M3 wires:
Scale: 4 px per um. Cells faint in the background.
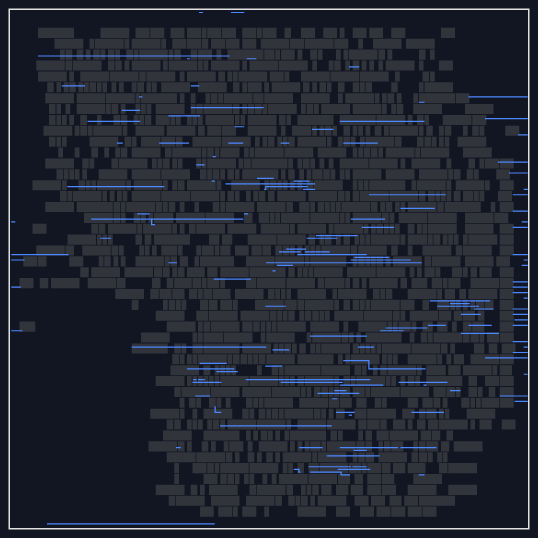
Met1 routing:
Scale: 4 px per um. Supply wires on this layer in grey. Cells faint in the background.
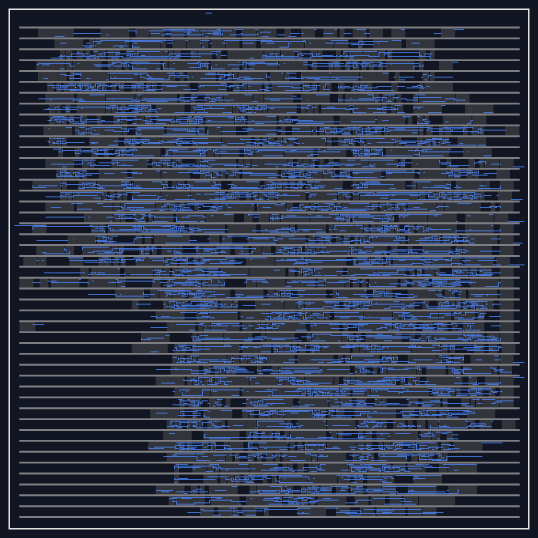
**src/rtl/pov_spi_receiver.sv**
```systemverilog
// SPI slave that captures a 74-bit point-of-view word and applies it to the
// player position / direction outputs only at frame boundaries.
module pov_spi_receiver #(
  parameter int SYNC_STAGES = 2,
  parameter int INC_STEP    = 8
) (
  input  logic        clk,
  input  logic        reset,
  input  logic        i_sclk,
  input  logic        i_mosi,
  input  logic        i_ss_n,
  input  logic        load_new,
  input  logic        inc_px,
  input  logic        inc_py,
  output logic [14:0] o_playerX,
  output logic [14:0] o_playerY,
  output logic [10:0] o_facingX,
  output logic [10:0] o_facingY,
  output logic [10:0] o_vplaneX,
  output logic [10:0] o_vplaneY,
  output logic        o_pending
);

  localparam int FRAME_BITS = 74;
  localparam logic [6:0] CNT_FRAME = 7'd74;
  localparam logic [6:0] CNT_SAT   = 7'd75;

  logic [SYNC_STAGES-1:0] sclk_sync;
  logic [SYNC_STAGES-1:0] mosi_sync;
  logic [SYNC_STAGES-1:0] ss_sync;
  logic                   sclk_d;
  logic                   ss_d;

  logic                   sclk_s;
  logic                   mosi_s;
  logic                   ss_s;
  logic                   sclk_rise;
  logic                   ss_rise;
  logic                   frame_valid;
  logic                   commit;

  logic [6:0]             bit_cnt;
  logic [FRAME_BITS-1:0]  shift_reg;
  logic [FRAME_BITS-1:0]  staging;

  assign sclk_s = sclk_sync[SYNC_STAGES-1];
  assign mosi_s = mosi_sync[SYNC_STAGES-1];
  assign ss_s   = ss_sync[SYNC_STAGES-1];

  always_comb begin
    // NOTE: every combinational output gets a default first so no path can infer a latch.
    sclk_rise   = 1'b0;
    ss_rise     = 1'b0;
    frame_valid = 1'b0;
    commit      = 1'b0;
    sclk_rise   = sclk_s & ~sclk_d;
    ss_rise     = ss_s & ~ss_d;
    frame_valid = ss_rise && (bit_cnt == CNT_FRAME);
    commit      = load_new && o_pending;
  end

  // Slave select idles high, so its synchroniser and edge flop reset to 1
  // to avoid a spurious end-of-frame right after reset.
  always_ff @(posedge clk) begin
    // NOTE: sequential state uses non-blocking assignments so all flops see pre-edge values.
    if (reset) begin
      sclk_sync <= '0;
      mosi_sync <= '0;
      ss_sync   <= '1;
      sclk_d    <= 1'b0;
      ss_d      <= 1'b1;
    end else begin
      sclk_sync <= {sclk_sync[SYNC_STAGES-2:0], i_sclk};
      mosi_sync <= {mosi_sync[SYNC_STAGES-2:0], i_mosi};
      ss_sync   <= {ss_sync[SYNC_STAGES-2:0], i_ss_n};
      sclk_d    <= sclk_s;
      ss_d      <= ss_s;
    end
  end

  always_ff @(posedge clk) begin
    if (reset) begin
      bit_cnt   <= '0;
      shift_reg <= '0;
    end else if (ss_s) begin
      bit_cnt <= '0;
    end else if (sclk_rise) begin
      shift_reg <= {shift_reg[FRAME_BITS-2:0], mosi_s};
      bit_cnt   <= (bit_cnt == CNT_SAT) ? CNT_SAT : bit_cnt + 7'd1;
    end
  end

  // A commit and a new frame can coincide: the commit reads the old staging
  // value while staging takes the new word, and pending stays set.
  always_ff @(posedge clk) begin
    if (reset) begin
      staging   <= '0;
      o_pending <= 1'b0;
    end else begin
      if (frame_valid) begin
        staging   <= shift_reg;
        o_pending <= 1'b1;
      end else if (commit) begin
        o_pending <= 1'b0;
      end
    end
  end

  always_ff @(posedge clk) begin
    if (reset) begin
      o_playerX <= 15'h0600;
      o_playerY <= 15'h0A00;
      o_facingX <= 11'h000;
      o_facingY <= 11'h200;
      o_vplaneX <= 11'h700;
      o_vplaneY <= 11'h000;
    end else if (commit) begin
      o_playerX <= staging[73:59];
      o_playerY <= staging[58:44];
      o_facingX <= staging[43:33];
      o_facingY <= staging[32:22];
      o_vplaneX <= staging[21:11];
      o_vplaneY <= staging[10:0];
    end else if (load_new) begin
      if (inc_px) o_playerX <= o_playerX + 15'(INC_STEP);
      if (inc_py) o_playerY <= o_playerY + 15'(INC_STEP);
    end
  end

endmodule

```
**config.mk**
```make
export PLATFORM = sky130hd
export DESIGN_NAME = pov_spi_receiver
export DESIGN_NICKNAME = d
export VERILOG_FILES = /design/src/rtl/pov_spi_receiver.sv
export SDC_FILE = /design/constraint.sdc
export NUM_CORES = 1
export LEC_CHECK = 0
export CORE_MARGIN = 2
export CORE_UTILIZATION = 55
export CTS_CLUSTER_SIZE = 14
export DETAILED_ROUTE_END_ITERATION = 16
export PLACE_DENSITY = 0.89
export SYNTH_ARGS = -nofsm -noshare
export SYNTH_HDL_FRONTEND = slang
export SYNTH_SLANG_ARGS = --single-unit
```
**constraint.sdc**
```tcl
create_clock -name clk -period 3.3 [get_ports clk]
set_clock_uncertainty 0.2 [all_clocks]
set_input_delay 0.495 -clock clk [delete_from_list [all_inputs] [get_ports clk]]
set_output_delay 0.495 -clock clk [all_outputs]
set_load 0.02 [all_outputs]
```
==> results_slide.txt <==
Physical Implementation Snapshot

Status
  • Outcome: complete, no violations

Placed design
  • Placed inst area: 0.009564 mm^2
  • Cells after DPL: 1312
  • Dpl hpwl: 11190 um

Timing
  • Final setup vio count: 0
  • RSZ-0062 raised after global routing: no
  • Final period util: 0.7177
  • Final Hold Viols: 0
  • Final setup margin: 931.7 ps
  • Post-route minimum period: 2368 ps
  • Worst slew pin tran: 916.5 ps

Synthesis
  • Area reported by Yosys stat: 0.008661 mm^2
  • FFs w/ async S/R, synth: 0
  • Synthesis warning total: 0
  • Commonest cells post-synth: 408 x nand2_1, 238 x dfxtp_1, 200 x a21oi_1
  • Syn Area/Cell: 8.019 um^2
  • Number of library cell types mapped by synthesis: 39
  • Ys flops: 238
  • Floorplan Nets: 1092
  • # Cells Yosys: 1080
  • Mux cell area share: 0

Floorplanning
  • Die W: 129.5 um
  • Number of core rows: 45
  • Die Height: ~130 um

Drt
  • 1st-iter DRT viols: between 700 and 800
  • Wl on met1: 8187 um
  • Vias per inst: 5.425
  • DR top layer: met4

Final layout
  • Bufs w/o clock: between 90 and 100
  • Comb/total area: 0.3447
  • Dominant logic cell type in the layout: nand2_1
  • Layout area overhead: 18.90%
  • Design Area, Final: 0.01030 mm^2
  • Layout cell share with drive strength beyond 1: 0.05166
  • Seq area share: 0.4627
  • Register Area: 0.004765 mm^2
  • Number of filler cells placed in the layout: 1174
  • Multi-Input Combinational: 758
  • ANT cells: 0

CTS
  • CTS tree: built
  • H-tree levels: 1

Power
  • Seq. pwr: 2.89 mW
  • Sw Ratio: 0.2039
  • Clock-net power: 2.50 mW
  • Comb power: 0.103 mW
  • Comb pwr share: 0.019
  • Biggest consumer: sequential cells

Min path
  • Min-delay src: ss_sync[0]

Global route
  • M3 GR Usage: 0.03138
  • First-pass GRT wire length: 30930 um
  • Overflow after GRT: 0

Critical path
  • Levels on crit path: 1
  • Startpoint Class: register
  • Flop2flop setup slack: 1100 ps
  • Worst EP arrival: 1670 ps
  • Worst r2r src: bit_cnt[1]
  • Cell family with most CP delay: buffers and inverters

Job
  • OpenROAD warning count: 29
## Picture notes: 'M3 wires'
94 nets have wire on it. The layer carries 1020 um of wire. The longest straight run is 47.6 um. The layer holds 5.4% of the routed length.

## Picture notes: 'met1 routing'
The layer holds 44% of the routed length. The layer carries 8190 um of wire. The wires run mostly horizontal. The longest straight run is 35.4 um. 1056 nets have wire on it.

No activity file was given, so power comes from the tool's default toggle rates.
